**config.mk**
```make
export PLATFORM = sky130hd
export DESIGN_NAME = bcd_down_counter
export DESIGN_NICKNAME = d
export VERILOG_FILES = /design/src/rtl/bcd_down_counter.sv
export SDC_FILE = /design/constraint.sdc
export NUM_CORES = 1
export LEC_CHECK = 0
export CORE_AREA = 3 3 84 93
export DETAILED_ROUTE_END_ITERATION = 6
export DIE_AREA = 0 0 87 96
export PLACE_DENSITY = 0.6
export SLEW_MARGIN = 40
export SYNTH_ARGS = -nofsm -noshare
export SYNTH_HDL_FRONTEND = slang
export SYNTH_SLANG_ARGS = --single-unit
```
**constraint.sdc**
```tcl
create_clock -name clk -period 2.8 [get_ports clk]
set_clock_uncertainty 0.1 [all_clocks]
set_input_delay 0.84 -clock clk [delete_from_list [all_inputs] [get_ports clk]]
set_output_delay 0.84 -clock clk [all_outputs]
set_load 0.03 [all_outputs]
```
**src/rtl/bcd_down_counter.sv**
```systemverilog
// Loadable packed-BCD countdown counter with tick prescaler and IDLE/RUN/PAUSED/DONE control.
// Emits a one-cycle done pulse on reaching zero and a one-cycle load_err pulse on a bad preset.
module bcd_down_counter #(
    parameter int unsigned DIGITS   = 4,
    parameter int unsigned TICK_DIV = 100000
) (
    input  logic                  clk,
    input  logic                  reset,
    input  logic                  load,
    input  logic [4*DIGITS-1:0]   load_value,
    input  logic                  start,
    input  logic                  pause,
    output logic [4*DIGITS-1:0]   count,
    output logic                  busy,
    output logic                  done,
    output logic                  load_err
);

    localparam int unsigned CW = 4 * DIGITS;
    localparam int unsigned PW = (TICK_DIV > 1) ? $clog2(TICK_DIV) : 1;
    localparam logic [PW-1:0] PrescLast = PW'(TICK_DIV - 1);

    typedef enum logic [1:0] {
        StIdle,
        StRun,
        StPaused,
        StDone
    } state_e;

    state_e        state_q;
    logic [CW-1:0] count_q;
    logic [CW-1:0] count_dec;
    logic [PW-1:0] presc_q;
    logic          done_q;
    logic          load_err_q;
    logic          load_ok;
    logic          count_ok;
    logic          borrow;
    logic          tick;

    // Preset is accepted only when every nibble is a legal decimal digit.
    always_comb begin
        load_ok  = 1'b1;
        count_ok = 1'b1;
        for (int i = 0; i < int'(DIGITS); i++) begin
            if (load_value[4*i +: 4] > 4'd9) begin
                load_ok = 1'b0;
            end
            if (count_q[4*i +: 4] > 4'd9) begin
                count_ok = 1'b0;
            end
        end
    end

    // Ripple-borrow BCD decrement; a zero digit becomes 9 and borrows upward.
    always_comb begin
        count_dec = count_q;
        borrow    = 1'b1;
        for (int i = 0; i < int'(DIGITS); i++) begin
            if (borrow) begin
                if (count_q[4*i +: 4] == 4'd0) begin
                    count_dec[4*i +: 4] = 4'd9;
                end else begin
                    count_dec[4*i +: 4] = count_q[4*i +: 4] - 4'd1;
                    borrow              = 1'b0;
                end
            end
        end
    end

    assign tick = (presc_q == PrescLast);

    always_ff @(posedge clk or posedge reset) begin
        if (reset) begin
            state_q    <= StIdle;
            count_q    <= '0;
            presc_q    <= '0;
            done_q     <= 1'b0;
            load_err_q <= 1'b0;
        end else begin
            done_q     <= 1'b0;
            load_err_q <= 1'b0;
            if (load) begin
                if (load_ok) begin
                    count_q <= load_value;
                    presc_q <= '0;
                    state_q <= StIdle;
                end else begin
                    load_err_q <= 1'b1;
                end
            end else begin
                case (state_q)
                    StIdle: begin
                        if (start) begin
                            if (count_q == '0) begin
                                state_q <= StDone;
                                done_q  <= 1'b1;
                            end else begin
                                state_q <= StRun;
                                presc_q <= '0;
                            end
                        end
                    end
                    // The pause edge is still a RUN cycle, so the prescaler advances on it.
                    StRun: begin
                        if (tick) begin
                            presc_q <= '0;
                            count_q <= count_dec;
                            if (count_dec == '0) begin
                                state_q <= StDone;
                                done_q  <= 1'b1;
                            end else if (pause) begin
                                state_q <= StPaused;
                            end
                        end else begin
                            presc_q <= presc_q + 1'b1;
                            if (pause) begin
                                state_q <= StPaused;
                            end
                        end
                    end
                    StPaused: begin
                        if (start) begin
                            state_q <= StRun;
                        end
                    end
                    StDone: begin
                        state_q <= StDone;
                    end
                    default: begin
                        state_q <= StIdle;
                    end
                endcase
            end
        end
    end

    assign count    = count_q;
    assign busy     = (state_q == StRun) || (state_q == StPaused);
    assign done     = done_q;
    assign load_err = load_err_q;

    a_count_bcd: assert property (@(posedge clk) disable iff (reset) count_ok);
    a_done_not_busy: assert property (@(posedge clk) disable iff (reset) !(done_q && busy));

endmodule

```
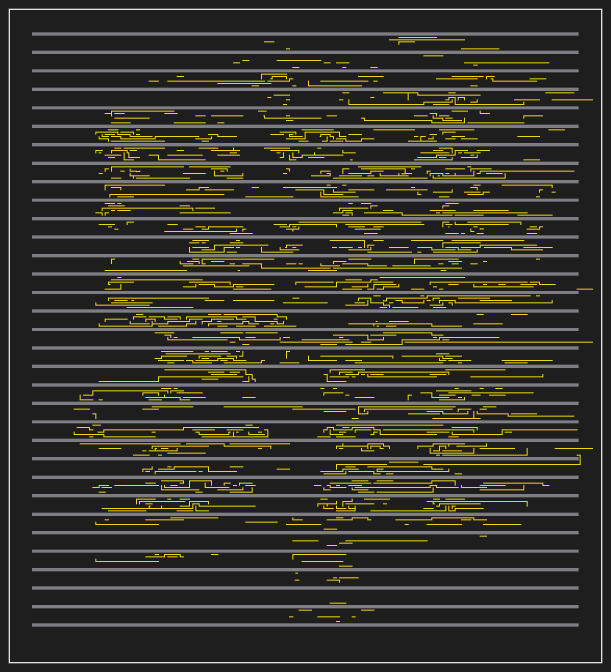
Run 1: metal 1
Supply wires on this layer in grey.
- main direction: horizontal
- nets with wire on the layer: 317
GR Layer Usage met1: 21.4%
routed via count: 2346
drt total wl: 6.77 mm

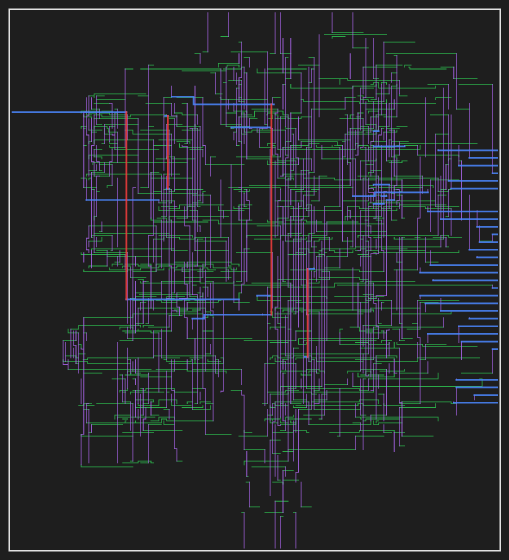
Run 1: metal layers overlaid
- met4: red (wire length 99.3 um)
- met3: blue (wire length 336 um)
- met1: green (wire length 2960 um)
- met2: purple (wire length 3370 um)

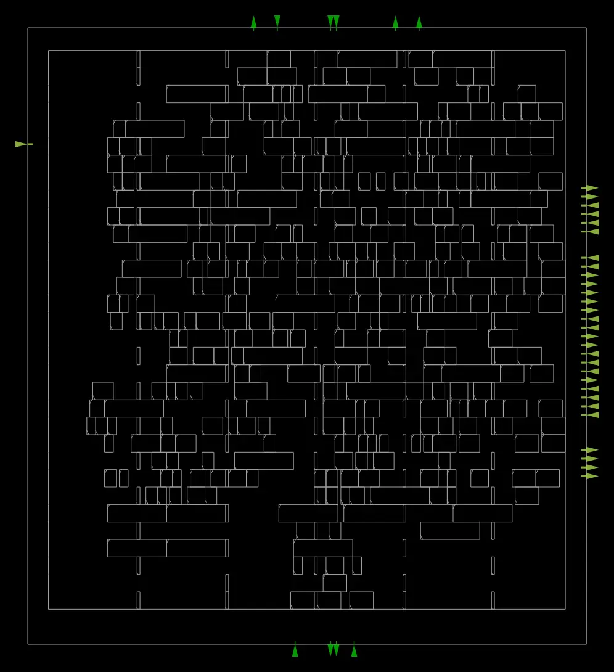
Run 1: placed standard cells
core area: 7010 um2
Tap Cells: 85
number of fill cells: 700
Core Rows: 32

==> run summary, run 1 <==
impl run done, here's what came out: total DRC errors in the routed layout=0, Sw Pwr=around 0.00061 W, Netlist cell types=around 54, wire length per cell after detailed routing=roughly 16 um, headroom to the max-slew limit=roughly two thirds, top achievable clock speed=approximately 380 MHz, power per unit of standard cell area=roughly 540 nW/um2, number of vias per cell after detailed routing=approximately 5.5, I/O pin count=40, maximum single-stage delay on the critical path=0.42 ns, register area share after synthesis=around two fifths, number of warnings printed during yosys synthesis=0, latest clock arrival within the worst-skew pair=0.29 ns, count of state elements after synthesis=37, fin crit share=between 90 and 100%, top routing layer in use=met4, setup repair after global routing missed its margin=false, global placement routability congestion=0.784, maximum level of the CTS H-tree=2, group drawing the most power=registers, count of cell instances traversed by the critical path=8, first-pass iteration count of the detailed router=7, syn_area_per_cell=slightly below 9 um2, leakage power of the design=roughly 1.3 nW, endpoints failing hold=0, met2 track demand over resource=between 30% and 40%, Yosys Instances=between 200 and 300, max-capacitance violation count=0, yosys-reported design area after synthesis=around 2300 um2, run status=finished, final reports clean, Pwr Total=between 0.0015 and 0.002 W, clock share of power=between 20% and 30%, Post-synth EDFFs=0, WL met3=between 300 and 400 um, busiest layer in global routing=met2, total non-filler cell area in the finished layout=3120 um2, cell family with most CP delay=AND-OR/OR-AND gates, commonest cells after routing, fill and taps aside=sky130_fd_sc_hd__clkdlybuf4s50_1 (38), sky130_fd_sc_hd__dfrtp_1 (37), sky130_fd_sc_hd__buf_4 (33), slew at the pin closest to its max-slew limit=0.481 ns, worst flop-to-flop path startpoint=count[1], power of the clock network=between 0.0003 and 0.0004 W, register-to-register path setup slack=0.23 ns, floorplan-stage core utilization=between 30% and 40%, sort of element at the end of the critical path=register, reported sequential group power=0.000659 W, dominant logic cell type in the layout=sky130_fd_sc_hd__clkdlybuf4s50_1, final net count=approximately 370, # clock sinks=37, top fanout value on the critical path=7, drt initial violations=approximately 100, arithmetic-cell share of the synthesized area counting full adders, half adders and majority gates=approximately 2.7%, sequential share of power=roughly two fifths, Post-Route M1 WL=approximately 3.0 mm, number of setup violations in the final report=0, number of port buffers=39, pin count of the biggest net entering global routing=38, TritonCTS clock tree=done, cell-by-cell listing of the critical path=clkdlybuf4s50_1 > o21a_1 > o41ai_2 > buf_4 > o31ai_2 > or2_1 > buf_4 > o31ai_1, power of the combinational group=roughly 0.00063 W, Area after DPL=between 3000 and 4000 um2, diode insertion count for antenna repair=0, root buffer cell=sky130_fd_sc_hd__clkbuf_8, buffers and inverters on the worst path=3, remaining antenna violation count=0, cell internal pwr=between 0.001 and 0.0015 W, Die ar.=between 8000 and 9000 um2, Total Neg Setup Slack=0 ns, switching power as a share of total power=36.7%, Crit path arrival time=approximately 2.7 ns, class of the tightest hold or removal check=reg2reg, dominant kind of combinational cell=simple AND/OR/NAND/NOR gates, fin crit period=~2.6 ns, area growth from synthesis to layout=33.4%, global-route congestion overflow total=0, half-perimeter wire length after detailed placement=between 5 and 6 mm, via count of the first global-routing pass=2410, Combinational Power Share=between 30% and 40%, Compound-Gate Fraction of Synth Area=~26%, vertical extent of the die=around 96 um, IR drop worst, VDD=between 0.0002 and 0.00025 V, wire length of the first global-routing pass=between 10 and 15 mm, OpenROAD warnings=29, overall routing resource usage=17.4%, end of the critical path=presc_q[3], net count entering floorplan=between 200 and 300, Cell Area, Synth=around 2300 um2, proportion of synthesized flip-flops having asynchronous set or reset=100%, Crit Reg-Reg Endpoint=presc_q[4], class of the most critical setup path=in2reg, area fraction in mux cells=0%, yosys simple share=a little over a quarter
-- run 1: layout make-up --
cell class                 count  area [um2]
fill                         700        3890
inverter                      14        52.6
multi-input combinational    209        1310
clock buffer                   7        86.3
timing repair buffer          72         641
sequential                    37         926
tap                           85         106
-- run 1: metrics by stage --
stage          utilization [%]  cells
2_1_floorplan                -    269
3_3_place_gp              43.2    417
3_5_place_dp              43.2    417
4_1_cts                   44.4    424
5_1_grt                   44.5    424
6_report                  44.5    424
-- run 1: what timing repair did --
| action | in CTS | in global routing |
|---|---|---|
| resized | 0 | 2 |
| setup endpoints to repair | 0 | 2 |
| setup buffers | 0 | 0 |
-- run 1: sequential cells by signal (all words and copies together), names as in the netlist --
name,cells
state_q,2
count,16
presc_q,17
done,1
load_err,1
-- run 1: cell usage after synthesis, drive strengths merged, types with 5 or more instances --
| library cell | instances | area, um2 |
|---|---|---|
| dfrtp | 37 | 926 |
| nor2b | 6 | 37.5 |
| o21a | 5 | 37.5 |
| o211ai | 5 | 37.5 |
| o21ai | 31 | 155 |
| buf | 6 | 46.3 |
| o31ai | 12 | 95.1 |
| nand2 | 22 | 82.6 |
| nor2 | 28 | 113 |
| inv | 14 | 52.6 |
| nand3 | 13 | 65.1 |
| ha | 5 | 62.6 |
| a21oi | 12 | 60.1 |
| and2 | 5 | 31.3 |
-- run 1: worst min path at each step --
stage                     start     endpoint  slack (ns)  cells after the start
finish                count[12]    count[12]        0.44                      1
global route        presc_q[15]  presc_q[15]        0.48                      1
CTS                   count[12]    count[12]        0.45                      1
detailed placement    count[12]    count[12]        0.43                      1
global placement     presc_q[1]   presc_q[1]        0.42                      2
floorplan           presc_q[15]  presc_q[15]        0.38                      1
==> run 1 -> run 2 <==
--- a/config.mk
+++ b/config.mk
@@ -6,8 +6,10 @@
 export NUM_CORES = 1
 export LEC_CHECK = 0
 export CORE_AREA = 3 3 84 93
+export CTS_BUF_LIST = sky130_fd_sc_hd__clkbuf_16
 export DETAILED_ROUTE_END_ITERATION = 6
 export DIE_AREA = 0 0 87 96
+export MAX_ROUTING_LAYER = met4
 export PLACE_DENSITY = 0.6
 export SLEW_MARGIN = 40
 export SYNTH_ARGS = -nofsm -noshare
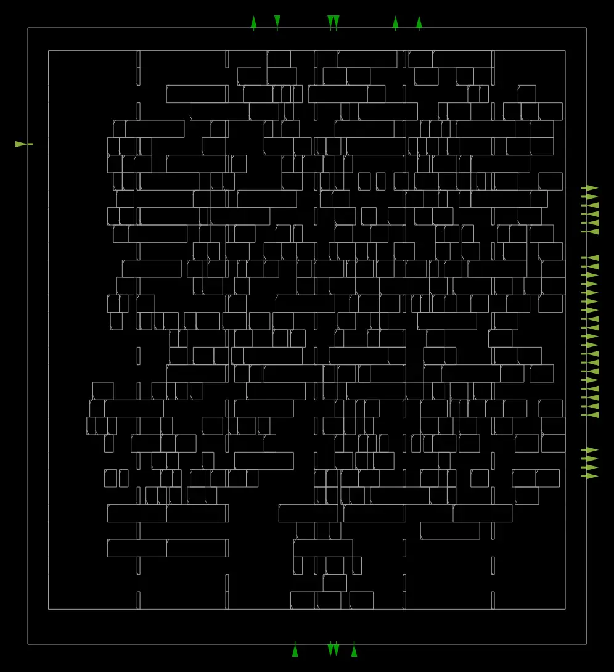
Run 2: placed standard cells
flop share of the area: 29.3%
core utilization of the finished layout: 45.1%
Flops: 37
final std cells w/o fill: 424

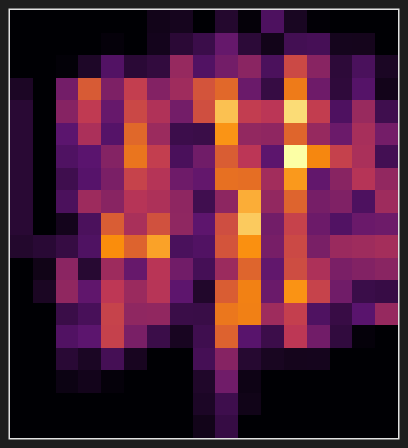
Run 2: wire density map
The die is cut into 17 by 19 equal tiles; black is low, pale yellow is high, scaled to the fullest tile. Values are wire area over tile area, all layers added.
- nearly empty tiles: 26%
- mean over tiles: 0.13
- emptiest ninth of the die: lower left
- fullest tile: 0.52
overall routing resource usage: 18.0%
routed via count: 2352
wire length per cell after detailed routing: 16.0 um
drt total wl: 6.77 mm

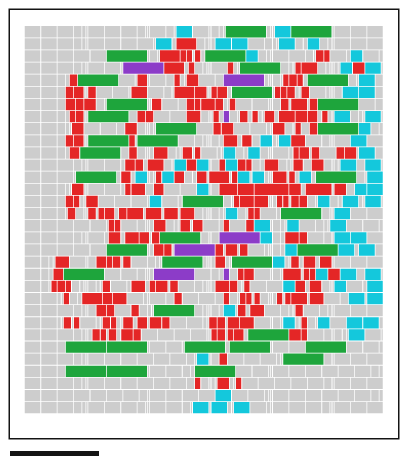
Run 2: placement by cell class
Bar = 20 um. Fill, decap, tap and diode cells in grey.
- flip-flops: green (cells 37; share of their area 30%)
- clock drivers and dummy loads: purple (cells 7; share of their area 4.3%)
- other buffers and delay cells: cyan (cells 72; share of their area 21%)
- all other logic: red (cells 223; share of their area 44%)

==> run 2 against run 1 <==
Against the previous run:
- count of clock-buffer cells in the layout fell by 2
- die area did not move
- flip-flop count is the same
- global-route usage grew 0.59 points
- highest routed layer unchanged
==> run summary, run 2 <==
impl run done, here's what came out: run status=finished, final reports clean, wire length of the first global-routing pass=11.6 mm (+0.12%), Yosys Instances=269 (unchanged), proportion of synthesized flip-flops having asynchronous set or reset=100% (unchanged), net count entering floorplan=295 (unchanged), buffer levels on the longest clock path=2, sort of element at the end of the critical path=output port, setup bufs post-CTS=0 (unchanged), number of vias per cell after detailed routing=5.55 (+0.26%), dominant logic cell type in the layout=sky130_fd_sc_hd__clkdlybuf4s50_1, drt initial violations=104 (+0.97%), final net count=365 (unchanged), via count of the first global-routing pass=2411 (+0.041%), cell-by-cell listing of the critical path=inv_1 > ha_1 > clkdlybuf4s50_1, number of cells upsized or downsized after cts=0 (unchanged), worst setup slack before clock tree synthesis=-0.134 ns, fin crit period=2.70 ns (+0.0728 ns), diode insertion count for antenna repair=0 (unchanged), Area after DPL=3020 um2 (unchanged), class of the tightest hold or removal check=reg2reg, top fanout value on the critical path=7 (unchanged), headroom to the max-slew limit=67.7% (+0.079 points), global placement routability congestion=0.795 (+1.4%), commonest cells after routing, fill and taps aside=sky130_fd_sc_hd__clkdlybuf4s50_1 (39), sky130_fd_sc_hd__dfrtp_1 (37), sky130_fd_sc_hd__buf_4 (33), Reg clk slew, reported paths=~0.050 ns, number of warnings printed during yosys synthesis=0 (unchanged), first-pass iteration count of the detailed router=4 (-3), OpenROAD warnings=29 (unchanged), syn_area_per_cell=8.69 um2 (unchanged), remaining antenna violation count=0 (unchanged), # clock sinks=37 (unchanged), half-perimeter wire length after detailed placement=5.04 mm (unchanged), max-capacitance violation count=0 (unchanged), number of antenna violations at the first check in global routing=0, power per unit of standard cell area=575 nW/um2 (+7.0%), number of flip-flops under the largest register name=17 (unchanged), Die ar.=8350 um2 (unchanged), area growth from synthesis to layout=35.3%, IR drop worst, VDD=0.000263 V (+15%), number of placed instances, taps included=417 (unchanged), vertical extent of the die=96 um (unchanged), pin count of the biggest net entering global routing=38 (unchanged), largest reg by FF count=presc_q, number of setup violations in the final report=0 (unchanged), register area share after synthesis=39.6% (unchanged), maximum single-stage delay on the critical path=0.66 ns (+0.24 ns), Post-synth EDFFs=0 (unchanged), floorplan-stage core utilization=33.4% (unchanged), TritonCTS clock tree=done, top achievable clock speed=370 MHz (-2.7%), Cell Area, Synth=2340 um2 (unchanged), commonest cells in the synthesized netlist=sky130_fd_sc_hd__dfrtp_1 (37), sky130_fd_sc_hd__o21ai_0 (29), sky130_fd_sc_hd__nor2_1 (27), fin crit share=96.5% (+2.6 points), setup repair after global routing missed its margin=false, latest clock arrival within the worst-skew pair=0.28 ns (about the same), cell types occupying the most area after synthesis=sky130_fd_sc_hd__dfrtp_1 (40%), sky130_fd_sc_hd__o21ai_0 (6.2%), sky130_fd_sc_hd__nor2_1 (4.3%), slew at the pin closest to its max-slew limit=0.480 ns (-0.00117 ns), Core Rows=32 (unchanged), biggest area consumer among synthesized cells=sky130_fd_sc_hd__dfrtp_1, class of the most critical setup path=reg2out, I/O pin count=40 (unchanged), share of the synthesized area in the top cell type=39.6% (unchanged), cell family with most CP delay=buffers and inverters, root buffer cell=sky130_fd_sc_hd__clkbuf_16, leakage power of the design=1.29 nW (+1.1%), buffers and inverters on the worst path=2 (-1), core area=7010 um2 (unchanged), count of state elements after synthesis=37 (unchanged), Netlist cell types=54 (unchanged), total DRC errors in the routed layout=0 (unchanged), endpoints failing hold=0 (unchanged), total non-filler cell area in the finished layout=3160 um2 (+1.4%), most instantiated library cell after synthesis=sky130_fd_sc_hd__dfrtp_1, number of port buffers=39 (unchanged), maximum level of the CTS H-tree=2 (unchanged), Crit path arrival time=1.76 ns (-0.96 ns)
## run 2: worst paths after layout
kind / startpoint / endpoint / slack (ns) / cells after the start
setup / recovery: state_q[1] / busy / 0.1 / 3
hold / removal: count[12] / count[12] / 0.43 / 1
setup reg to reg: count[1] / presc_q[4] / 0.23 / 7
hold reg to reg: count[12] / count[12] / 0.43 / 1
max in group asynchronous: reset / count[5] / 1.36 / 3
min in group asynchronous: reset / count[12] / 0.89 / 3
## run 2: metrics by stage
step	power [W]	TNS, ns
final	0.00182	0
after global routing	0.00193	0
after CTS	0.00184	0
after detailed placement	0.00131	-1.28
after global placement	0.00130	-1.44
after floorplan	0.00105	0
## run 2: cell type report
class,count,area [um2]
Fill cell,696,3840
Multi-Input combinational cell,209,1310
Sequential cell,37,926
Timing Repair Buffer,72,638
Clock buffer,5,125
Tap cell,85,106
Inverter,14,52.6
Clock inverter,2,7.51
## run 2: metal layers
metal | vias up | routed length, um | global-route usage [%] | part of all wire [%]
met5 | - | 0 | - | 0
met4 | 0 | 99 | 5.71 | 1.5
met3 | 8 | 356 | 3.60 | 5.3
met2 | 64 | 3380 | 30.5 | 50
met1 | 1125 | 2940 | 21.5 | 43
li1 | 1155 | - | - | -
## run 2: logic make-up after synthesis
family	share of synthesized area, %
xor+xnor	0.375
flops	39.6
compound gates	25.8
fa+ha+maj	2.68
buf+inv	4.71
simple gates	26.9
## run 2: power breakdown
part	switching, W	internal [W]	leakage [nW]
logic	0.000358	0.000280	0.740
registers	0.0000718	0.000588	0.484
clock network	0.000201	0.000318	0.0685
==> run 2 -> run 3 <==
--- a/config.mk
+++ b/config.mk
@@ -9,6 +9,7 @@
 export CTS_BUF_LIST = sky130_fd_sc_hd__clkbuf_16
 export DETAILED_ROUTE_END_ITERATION = 6
 export DIE_AREA = 0 0 87 96
+export GPL_TIMING_DRIVEN = 0
 export MAX_ROUTING_LAYER = met4
 export PLACE_DENSITY = 0.6
 export SLEW_MARGIN = 40
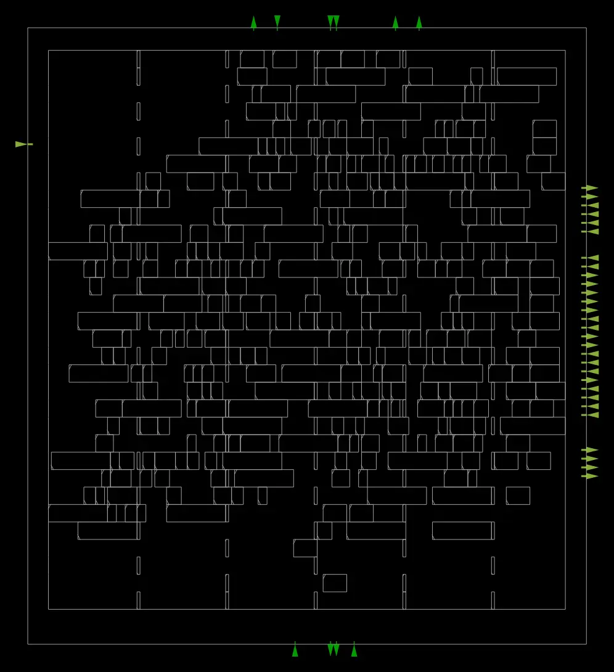
Run 3: placed standard cells
core utilization of the finished layout: 44.5%
flop share of the area: 29.7%
final std cells w/o fill: 408
number of fill cells: 678

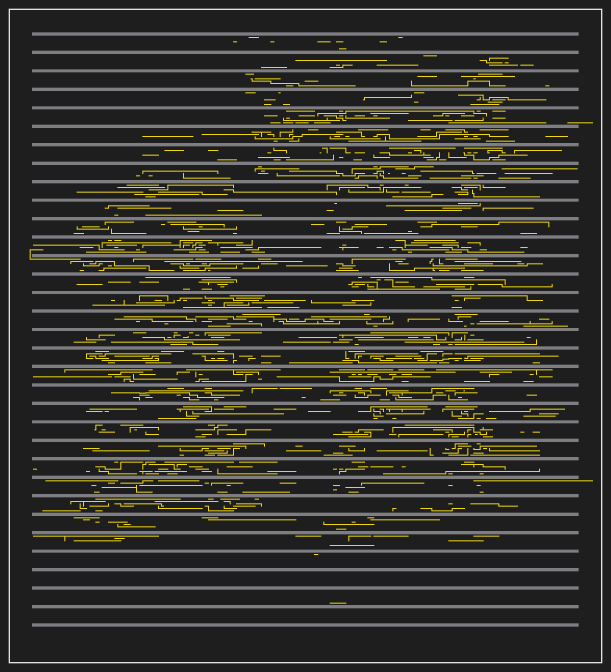
Run 3: metal 1
Supply wires on this layer in grey.
- nets with wire on the layer: 305
- longest straight run: 20.2 um
- wire length on this layer: 2970 um
- main direction: horizontal
- share of all routed wire: 44%

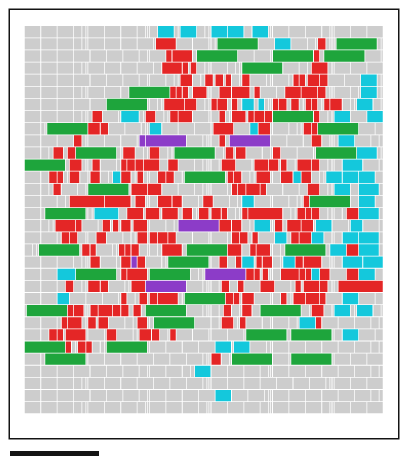
Run 3: placement by cell class
Bar = 20 um. Fill, decap, tap and diode cells in grey.
- clock drivers and dummy loads: purple (cells 7; share of their area 4.4%)
- all other logic: red (cells 223; share of their area 47%)
- other buffers and delay cells: cyan (cells 56; share of their area 18%)
- flip-flops: green (cells 37; share of their area 31%)
total non-filler cell area in the finished layout: 3120 um2

==> run 3 against run 2 <==
Against the previous run:
- global-route usage fell by 0.53 points
- synthesized area did not move
- largest power group unchanged
- total power fell by 0.74%
- clock power hardly changed
- highest routed layer unchanged
- largest cell class unchanged
==> run summary, run 3 <==
impl run done, here's what came out: run status=finished, final reports clean, fin crit share=96.5% (about the same), dominant logic cell type in the layout=sky130_fd_sc_hd__dfrtp_1, cell-by-cell listing of the critical path=inv_1 > ha_1 > clkdlybuf4s50_1, commonest cells after routing, fill and taps aside=sky130_fd_sc_hd__dfrtp_1 (37), sky130_fd_sc_hd__clkdlybuf4s50_1 (31), sky130_fd_sc_hd__o21ai_0 (27), Cell Area, Synth=2340 um2 (unchanged), # clock sinks=37 (unchanged), Core Rows=32 (unchanged), number of placed instances, taps included=393 (-5.8%), Reg clk slew, reported paths=0.06 ns (about the same), Crit path arrival time=1.76 ns (about the same), register area share after synthesis=39.6% (unchanged), syn_area_per_cell=8.69 um2 (unchanged), worst setup slack before clock tree synthesis=-0.830 ns (-0.695 ns), cell types occupying the most area after synthesis=sky130_fd_sc_hd__dfrtp_1 (40%), sky130_fd_sc_hd__o21ai_0 (6.2%), sky130_fd_sc_hd__nor2_1 (4.3%), net count entering floorplan=295 (unchanged), top fanout value on the critical path=7 (unchanged), drt total wl=6.68 mm (-1.3%), number of flip-flops under the largest register name=17 (unchanged), floorplan-stage core utilization=33.4% (unchanged), root buffer cell=sky130_fd_sc_hd__clkbuf_16, routed via count=2295 (-2.4%), wire length per cell after detailed routing=16.4 um (+2.5%), GR Layer Usage met1=22.6% (+1.1 points), area growth from synthesis to layout=33.5%, core area=7010 um2 (unchanged), half-perimeter wire length after detailed placement=4.74 mm (-6.0%), sort of element at the end of the critical path=output port, Netlist cell types=54 (unchanged), number of vias per cell after detailed routing=5.63 (+1.4%), endpoints failing hold=0 (unchanged), largest reg by FF count=presc_q, slew at the pin closest to its max-slew limit=0.479 ns (-0.000865 ns), met3 Resource Use GR=3.34% (-0.26 points), pin count of the biggest net entering global routing=38 (unchanged), proportion of synthesized flip-flops having asynchronous set or reset=100% (unchanged), Yosys Instances=269 (unchanged), via count of the first global-routing pass=2202 (-8.7%), drt initial violations=120 (+15%), Post-synth EDFFs=0 (unchanged), fin crit period=2.70 ns (-0.00184 ns), count of state elements after synthesis=37 (unchanged), WL met3=419 um (+18%), TritonCTS clock tree=done, IR drop worst, VDD=0.000252 V (-4.1%), I/O pin count=40 (unchanged), first-pass iteration count of the detailed router=4 (unchanged), class of the tightest hold or removal check=reg2reg, headroom to the max-slew limit=68.1% (+0.35 points), max-capacitance violation count=0 (unchanged), met2 track demand over resource=28.5% (-2.0 points), Post-Route M1 WL=2.97 mm (+1.2%), top achievable clock speed=370 MHz (about the same), Pwr Total=0.00180 W (-0.74%), total DRC errors in the routed layout=0 (unchanged), number of port buffers=39 (unchanged), leakage power of the design=1.31 nW (+1.3%), top routing layer in use=met4, maximum level of the CTS H-tree=2 (unchanged), global placement routability congestion=0.834 (+4.9%), Die ar.=8350 um2 (unchanged), diode insertion count for antenna repair=0 (unchanged), latest clock arrival within the worst-skew pair=0.28 ns (about the same), number of warnings printed during yosys synthesis=0 (unchanged), share of the synthesized area in the top cell type=39.6% (unchanged), most instantiated library cell after synthesis=sky130_fd_sc_hd__dfrtp_1, class of the most critical setup path=reg2out, Area after DPL=2840 um2 (-6.2%), maximum single-stage delay on the critical path=0.66 ns (about the same)
[run 3: cell counts after synthesis]
No cell type changed its count.
[run 3: cells by family after synthesis]
kind of cell    share of synthesized area, %
xor+xnor                               0.375
buf+inv                                 4.71
compound gates                          25.8
flops                                   39.6
simple gates                            26.9
fa+ha+maj                               2.68
[run 3: what timing repair did]
item / CTS / global route
endpoints found under the hold margin: 0 / 0
setup buffers: 2 / 6
pin swaps: 2 / 9
endpoints found under the setup margin: 33 / 24
gates resized: 12 / 15
[run 3: final timing paths]
| kind | startpoint | to | slack [ns] | depth (start not counted) |
|---|---|---|---|---|
| max in group asynchronous | reset | presc_q[13] | 1.42 | 2 |
| min in group asynchronous | reset | presc_q[2] | 0.85 | 2 |
| hold / removal | presc_q[1] | presc_q[1] | 0.44 | 2 |
| setup / recovery | state_q[1] | busy | 0.1 | 3 |
| hold reg to reg | presc_q[1] | presc_q[1] | 0.44 | 2 |
| setup reg to reg | count[0] | count[15] | 0.12 | 7 |
[run 3: worst max-delay path, delay by kind of cell (launching register included)]
| family | cells | cell delay, ns |
|---|---|---|
| flip-flops | 1 | 0.46 |
| buffers and inverters | 2 | 0.75 |
| adder cells (fa/ha/maj) | 1 | 0.27 |
[run 3: layout make-up]
type | count | area (um2)
tap | 85 | 106
multi-input combinational | 209 | 1360
clock inverter | 2 | 7.51
buffer | 9 | 68.8
timing repair buffer | 47 | 470
sequential | 37 | 926
inverter | 14 | 55.1
clock buffer | 5 | 125
fill | 678 | 3890
[run 3: power by group]
group          internal, W  leakage (nW)  switching, W
Combinational     0.000263         0.757      0.000351
Clock             0.000318        0.0685      0.000203
Sequential        0.000588         0.484     0.0000796
Total              0.00117          1.31      0.000634
Power is estimated from default activity; no workload was simulated.
